==> config.mk <==
export PLATFORM = sky130hd
export DESIGN_NAME = spike_rate_encoder
export DESIGN_NICKNAME = d
export VERILOG_FILES = /design/src/rtl/spike_enc_pkg.sv /design/src/rtl/rate_channel.sv /design/src/rtl/spike_rate_encoder.sv
export SDC_FILE = /design/constraint.sdc
export NUM_CORES = 1
export LEC_CHECK = 0
export ABC_AREA = 1
export ABC_CLOCK_PERIOD_IN_PS = 2700
export CAP_MARGIN = 20
export CORE_MARGIN = 1
export CORE_UTILIZATION = 45
export DETAILED_ROUTE_END_ITERATION = 12
export SLEW_MARGIN = 20
export SYNTH_ARGS = -nofsm -noshare
export SYNTH_HDL_FRONTEND = slang
export SYNTH_SLANG_ARGS = --single-unit
==> constraint.sdc <==
create_clock -name clk_i -period 2.7 [get_ports clk_i]
set_input_delay 0.54 -clock clk_i [delete_from_list [all_inputs] [get_ports clk_i]]
set_output_delay 0.54 -clock clk_i [all_outputs]
set_load 0.005 [all_outputs]
==> src/rtl/spike_enc_pkg.sv <==
// Shared definitions for the rate-coding spike encoder.
// Holds the default geometry shared with the classifier top, the FSM state
// encoding (LOAD -> ARMED -> RUN) and a width helper for the idx/step counters.
package spike_enc_pkg;

    localparam int unsigned NumChannelsDef = 8;
    localparam int unsigned PixWDef        = 4;
    localparam int unsigned StepsDef       = 16;

    typedef logic [1:0] enc_state_t;

    localparam enc_state_t StLoad  = 2'd0;
    localparam enc_state_t StArmed = 2'd1;
    localparam enc_state_t StRun   = 2'd2;

    // Bits needed to index 0..n-1, never less than one bit.
    function automatic int unsigned cnt_w(input int unsigned n);
        return (n > 1) ? $clog2(n) : 1;
    endfunction

endpackage

==> src/rtl/rate_channel.sv <==
// One rate-coded channel: an intensity register and a phase accumulator.
// Ports:
//   clk_i, rst_i  clock and synchronous active-high reset
//   load_en_i     capture pix_i into the intensity register
//   pix_i         intensity to load
//   clear_i       restart the phase from zero and take the first timestep
//   adv_i         take the next timestep (acc <- acc + intensity, wrapped)
//   carry_o       spike for the timestep being taken (carry out of the add)
module rate_channel
    import spike_enc_pkg::*;
#(
    parameter int unsigned PIX_W = PixWDef
) (
    input  logic             clk_i,
    input  logic             rst_i,
    input  logic             load_en_i,
    input  logic [PIX_W-1:0] pix_i,
    input  logic             clear_i,
    input  logic             adv_i,
    output logic             carry_o
);

    logic [PIX_W-1:0] int_q;
    logic [PIX_W-1:0] acc_q;
    logic [PIX_W-1:0] acc_base;
    logic [PIX_W:0]   sum;

    // A clear folds "acc <- 0" and the first timestep into one cycle, so the
    // top can register the step-0 spike together with the start.
    always_comb begin
        acc_base = clear_i ? '0 : acc_q;
        sum      = {1'b0, acc_base} + {1'b0, int_q};
    end

    assign carry_o = sum[PIX_W];

    always_ff @(posedge clk_i) begin
        if (rst_i) begin
            int_q <= '0;
            acc_q <= '0;
        end else begin
            if (load_en_i) begin
                int_q <= pix_i;
            end
            if (clear_i || adv_i) begin
                acc_q <= sum[PIX_W-1:0];
            end
        end
    end

endmodule

==> src/rtl/spike_rate_encoder.sv <==
// Rate-coding front end: loads one intensity per channel over a valid/ready
// port, then on start emits STEPS registered spike vectors over a valid/ready
// port. Channel c spikes floor(I[c]*STEPS / 2^PIX_W) times per window.
// Ports:
//   clk_i, rst_i                 clock, synchronous active-high reset
//   pix_valid_i/pix_ready_o      pixel load handshake, pix_data_i channel 0 first
//   start_i                      begin a window (honoured only when ARMED)
//   spike_valid_o/spike_ready_i  spike vector handshake
//   spike_o, step_o              spike vector and its 0-based timestep
//   busy_o                       high while a window runs
//   done_o                       one-cycle pulse after the last beat is accepted
module spike_rate_encoder
    import spike_enc_pkg::*;
#(
    parameter int unsigned NUM_CHANNELS = NumChannelsDef,
    parameter int unsigned PIX_W        = PixWDef,
    parameter int unsigned STEPS        = StepsDef
) (
    input  logic                       clk_i,
    input  logic                       rst_i,
    input  logic                       pix_valid_i,
    output logic                       pix_ready_o,
    input  logic [PIX_W-1:0]           pix_data_i,
    input  logic                       start_i,
    output logic                       spike_valid_o,
    input  logic                       spike_ready_i,
    output logic [NUM_CHANNELS-1:0]    spike_o,
    output logic [$clog2(STEPS+1)-1:0] step_o,
    output logic                       busy_o,
    output logic                       done_o
);

    localparam int unsigned IdxW  = cnt_w(NUM_CHANNELS);
    localparam int unsigned StepW = cnt_w(STEPS + 1);

    enc_state_t              state_q, state_d;
    logic [IdxW-1:0]         idx_q, idx_d;
    logic [StepW-1:0]        step_q, step_d;
    logic [NUM_CHANNELS-1:0] spike_q, spike_d;
    logic                    spike_valid_q, spike_valid_d;
    logic                    busy_q, busy_d;
    logic                    done_q, done_d;

    logic                    pix_beat;
    logic                    spike_acc;
    logic                    last_step;
    logic                    chan_clear;
    logic                    chan_adv;
    logic [NUM_CHANNELS-1:0] carry_vec;

    assign pix_ready_o = (state_q != StRun);
    assign pix_beat    = pix_valid_i && pix_ready_o;
    assign spike_acc   = spike_valid_q && spike_ready_i;
    assign last_step   = (step_q == StepW'(STEPS - 1));

    for (genvar g = 0; g < NUM_CHANNELS; g++) begin : g_chan
        rate_channel #(
            .PIX_W (PIX_W)
        ) u_chan (
            .clk_i     (clk_i),
            .rst_i     (rst_i),
            .load_en_i (pix_beat && (idx_q == IdxW'(g))),
            .pix_i     (pix_data_i),
            .clear_i   (chan_clear),
            .adv_i     (chan_adv),
            .carry_o   (carry_vec[g])
        );
    end

    always_comb begin
        state_d       = state_q;
        idx_d         = idx_q;
        step_d        = step_q;
        spike_d       = spike_q;
        spike_valid_d = spike_valid_q;
        busy_d        = busy_q;
        done_d        = 1'b0;
        chan_clear    = 1'b0;
        chan_adv      = 1'b0;

        case (state_q)
            StLoad, StArmed: begin
                // idx is 0 whenever ARMED, so a beat there restarts the load at
                // channel 0; a pixel beat also wins over a coincident start.
                if (pix_beat) begin
                    if (idx_q == IdxW'(NUM_CHANNELS - 1)) begin
                        idx_d   = '0;
                        state_d = StArmed;
                    end else begin
                        idx_d   = idx_q + IdxW'(1);
                        state_d = StLoad;
                    end
                end else if ((state_q == StArmed) && start_i) begin
                    chan_clear    = 1'b1;
                    step_d        = '0;
                    spike_d       = carry_vec;
                    spike_valid_d = 1'b1;
                    busy_d        = 1'b1;
                    state_d       = StRun;
                end
            end
            StRun: begin
                if (spike_acc) begin
                    if (last_step) begin
                        step_d        = '0;
                        spike_d       = '0;
                        spike_valid_d = 1'b0;
                        busy_d        = 1'b0;
                        done_d        = 1'b1;
                        state_d       = StArmed;
                    end else begin
                        chan_adv = 1'b1;
                        step_d   = step_q + StepW'(1);
                        spike_d  = carry_vec;
                    end
                end
            end
            default: begin
                state_d = StLoad;
            end
        endcase
    end

    always_ff @(posedge clk_i) begin
        if (rst_i) begin
            state_q       <= StLoad;
            idx_q         <= '0;
            step_q        <= '0;
            spike_q       <= '0;
            spike_valid_q <= 1'b0;
            busy_q        <= 1'b0;
            done_q        <= 1'b0;
        end else begin
            state_q       <= state_d;
            idx_q         <= idx_d;
            step_q        <= step_d;
            spike_q       <= spike_d;
            spike_valid_q <= spike_valid_d;
            busy_q        <= busy_d;
            done_q        <= done_d;
        end
    end

    assign spike_o       = spike_q;
    assign spike_valid_o = spike_valid_q;
    assign step_o        = step_q;
    assign busy_o        = busy_q;
    assign done_o        = done_q;

endmodule

==> impl_metrics.csv <==
group,metric,value,unit
power_and_ir_drop,p_clk_share,35.3,%
sta,hold_viol,0,
run,warnings,30,
sta,worst_pin_slew,0.5833,ns
yosys,syn_nets,696,
outcome,status,"finished with violations",
worst_setup_path,critPathCaptureType,"flop",
place,globalplace.congestion,0.8561,
sta,slew_viol_final,0,
yosys,ys_seq_share,35.48,%
route,wl_per_cell,13.20,um
global_routing,grt_pass1_wl,18040,um
yosys,ys_types,27,
sta,setup_viol,0,
clock_network,cts.sinks,84,
power_and_ir_drop,netSwitchingPower,820.1,uW
power_and_ir_drop,power,2830,uW
global_routing,track_usage,20.65,%
yosys,avgSynthCellArea,7.406,um2
clock_network,cts_resized,0,
yosys,ff_type,"dfxtp_1",
clock_network,cts_buffers,9,
yosys,ys.flops,84,
cells_and_area,antenna_cells,0,
yosys,synthCells,640,
clock_network,cts_root_buf,"clkbuf_8",
cells_and_area,fillerInstances,1017,
worst_setup_path,ff2ff_setup_slack,0.58,ns
yosys,ys_cells,640,
place,dp_hpwl,7024,um
cells_and_area,fin_nets,713,
global_routing,overflow,0,
clock_network,htree_levels,3,
floorplan,die-area,10950,um2
cells_and_area,final_cell_mix,"nand2_1 (126), nor2_1 (94), dfxtp_1 (84)",
clock_network,cts_hold_buf,0,
hold_path,hold_path.class,"flop to flop",
power_and_ir_drop,p_sw_share,28.98,%
route,drtIter0Drc,158,
yosys,async_flop_share,0,%
yosys,ys_chip_area,4740,um2
power_and_ir_drop,p_comb_share,16.6,%
power_and_ir_drop,p_int,2010,uW
cells_and_area,layout_top_cell,"nand2_1",
worst_setup_path,path_class,"primary input to flop",
power_and_ir_drop,p_per_area,537.9,nW/um2
floorplan,core_area,10280,um2
worst_setup_path,reg2reg_depth,8,
global_routing,grt_max_degree,49,
place,portBuffers,25,
global_routing,first_global_vias,3840,
clock_network,post_cts_buffers,0,
sta,fmax,431.2,MHz
sta,rsz0062_at_grt,"false",
clock_network,cts_buffer_depth,2,
global_routing,antenna_found_initial,0,
floorplan,die_h,104.6,um
floorplan,die-width,104.6,um
yosys,synth-edff-count,0,
floorplan,fp_util,46.12,%
worst_setup_path,critPathLaunchType,"primary input",
route,drt_first_pass_iters,10,
sta,relSlewSlack,61.11,%
route,vias_per_cell,5.024,
power_and_ir_drop,p_leak,0.002244,uW
cells_and_area,area_delta_synth_final,11.01,%
cells_and_area,fin_util,51.19,%
worst_setup_path,required,2.93,ns
sta,hold_slack,0.4692,ns
outcome,violations,"DRC",
clock_network,path_clk_slew,0.09,ns
worst_setup_path,crit_arrival,2.54,ns
yosys,synth_area,4740,um2
route,route.detailed.drc,2,
sta,post-route-period-util,85.89,%
floorplan,pin_count,26,
worst_setup_path,critPathMaxFanout,16,
yosys,yosysWarnings,0,
route,ant_nets,0,
cells_and_area,drive_gt1_share,9.063,%
sta,fin_crit,2.319,ns
power_and_ir_drop,ir_worst_vdd,0.2421,mV
sta,tns,0,ns
run,max_cap_viol_count,0,
clock_network,cts_tree,"done",
power_and_ir_drop,seqPwrFrac,48.0,%
hold_path,hold_depth,2,
-- through the flow --
step	area [um2]	cells	worst slack (ns)
2_1_floorplan	4740	640	0.5558
3_3_place_gp	5044	782	0.04061
3_5_place_dp	5044	782	-0.00007172
4_1_cts	5261	798	0.3928
5_1_grt	5261	798	0.2527
6_report	5261	798	0.3810
-- kinds of logic after synthesis --
family,share of synthesized area [%]
buffers and inverters,9.319
flip-flops,35.48
XOR/XNOR,1.478
AND-OR/OR-AND,11.19
adder cells (fa/ha/maj),13.67
AND/OR/NAND/NOR,28.85
-- metal layers --
metal	GRT usage [%]	up-vias	wire, um
met5	0	-	0
met4	6.740	0	147
met3	3.930	14	397
li1	-	2091	-
met2	34.58	68	4934
met1	26.72	1836	5054
-- critical path: stages --
cell,delay [ns]
clkdlybuf4s50_1,0.44
nor2_1,0.16
nand2_2,0.08
inv_2,0.27
nor2_1,0.09
ha_1,0.22
fa_1,0.42
xor2_1,0.18
nand2_1,0.07
a21oi_1,0.07
-- final timing paths --
kind / from / endpoint
max: pix_valid_i / g_chan[6].u_chan.acc_q[2]$_SDFFE_PP0P_
min: spike_o[3]$_SDFFE_PP0P_ / spike_o[3]$_SDFFE_PP0P_
max reg2reg: state_q[1]$_SDFFE_PP0P_ / spike_o[7]$_SDFFE_PP0P_
min reg2reg: spike_o[3]$_SDFFE_PP0P_ / spike_o[3]$_SDFFE_PP0P_
-- area by class of cell --
type | instances | area, um2 | share of cell area [%]
clock buffers | 12 | 145.1 | 2.759
clock inverters | 4 | 72.57 | 1.379
inverters | 68 | 255.2 | 4.851
multi-input cells | 459 | 2616 | 49.73
flip-flops and latches | 84 | 1682 | 31.96
well taps | 136 | 170.2 | 3.234
repair buffers | 35 | 320.3 | 6.088
-- power by group through the flow --
stage | Clock (uW) | Combinational (uW) | Sequential (uW)
after global routing | 1080 | 536 | 1370
final | 1000 | 470 | 1360
after CTS | 1020 | 474 | 1360
after detailed placement | 0 | 471 | 1390
after floorplan | 0 | 371 | 1370
after global placement | 0 | 463 | 1390
-- state kept, by name (all words and copies together) (netlist names) --
name	count
spike_o	8
busy_o	1
idx_q	3
g_chan.u_chan.int_q	32
g_chan.u_chan.acc_q	32
done_o	1
step_o	5
state_q	2
-- synthesized netlist by cell type, types with 2 or more instances --
| cell | number | share of area (%) |
|---|---|---|
| nand2_1 | 126 | 10 |
| nor2_1 | 94 | 7.4 |
| dfxtp_1 | 84 | 35 |
| a21oi_1 | 65 | 6.9 |
| inv_1 | 63 | 5.0 |
| nand3_1 | 50 | 5.3 |
| ha_1 | 39 | 10 |
| o21ai_0 | 22 | 2.3 |
| nand4_1 | 14 | 1.8 |
| clkbuf_1 | 11 | 0.87 |
| nand3_2 | 10 | 2.1 |
| a21oi_2 | 9 | 1.7 |
| fa_1 | 8 | 3.4 |
| buf_6 | 7 | 1.7 |
| buf_2 | 5 | 0.53 |
| buf_4 | 5 | 0.79 |
| nand2_2 | 5 | 0.66 |
| xor2_1 | 5 | 0.92 |
| inv_2 | 4 | 0.32 |
| nand2_4 | 4 | 0.95 |
| xnor2_1 | 3 | 0.55 |
| nor2_4 | 2 | 0.48 |
Signal wires on met2:
Cells faint in the background.
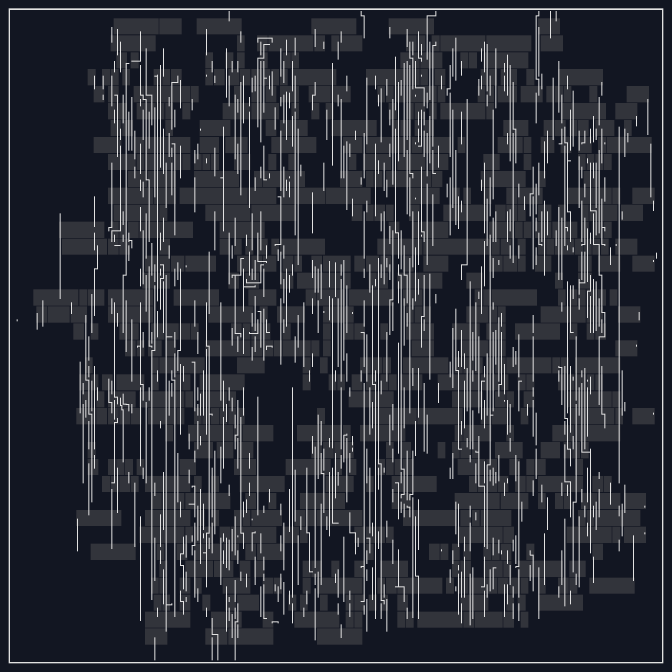
wire length on this layer	4,930 um
share of all routed wire	47%
nets with wire on the layer	541
main direction	vertical
M2 GR Usage: 34.58%
final WL: 10,530 um
via count: 4,009

Cell placement:
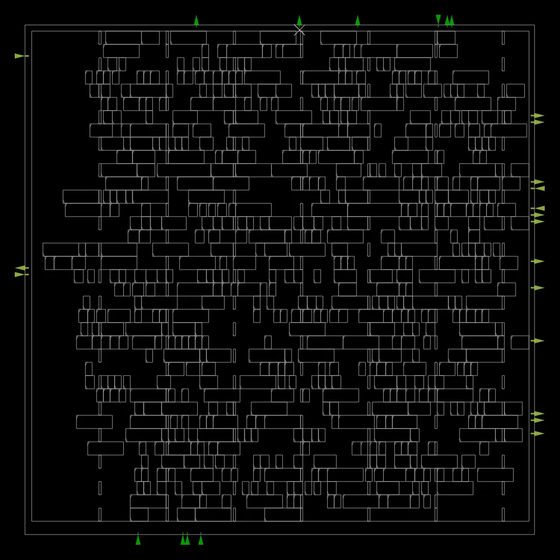
Rows: 37
# Taps: 136

Gate families picked out:
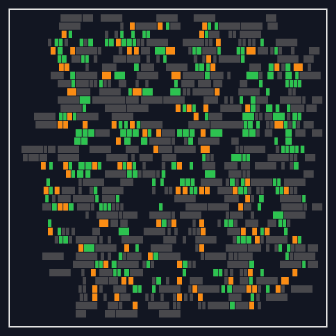
family	color	cells	where
aoi and oai cells	orange	98	all over the die
nand cells	green	209	all over the die

Clock network drawn from the DEF:
The bar under the picture is 20 um long.
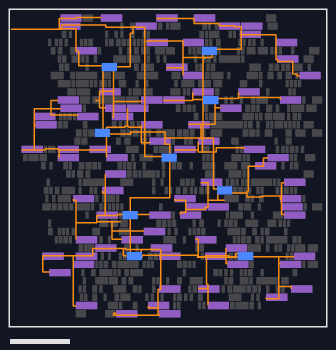
[flip-flops] purple | count: 84
[clock wires] orange | length: 1,130 um
[clock-net drivers] blue | count: 9
routed clock nets	10
clock skew: 0.008558 ns
clk ins delay skew pair: 0.36 ns
P_clk: 1000 uW

Cells colored by class:
The bar under the picture is 20 um long.
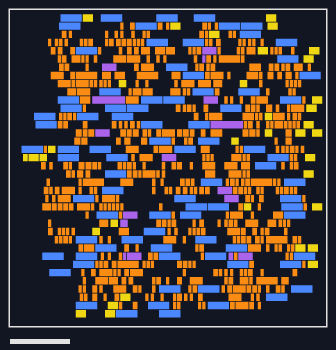
class	color	cells	share of their area
remaining logic cells	orange	527	56%
clock drivers and dummy loads	purple	16	4.3%
remaining buffers and delay cells	yellow	35	6.3%
sequential cells	blue	84	33%

No activity file was given, so power comes from the tool's default toggle rates.
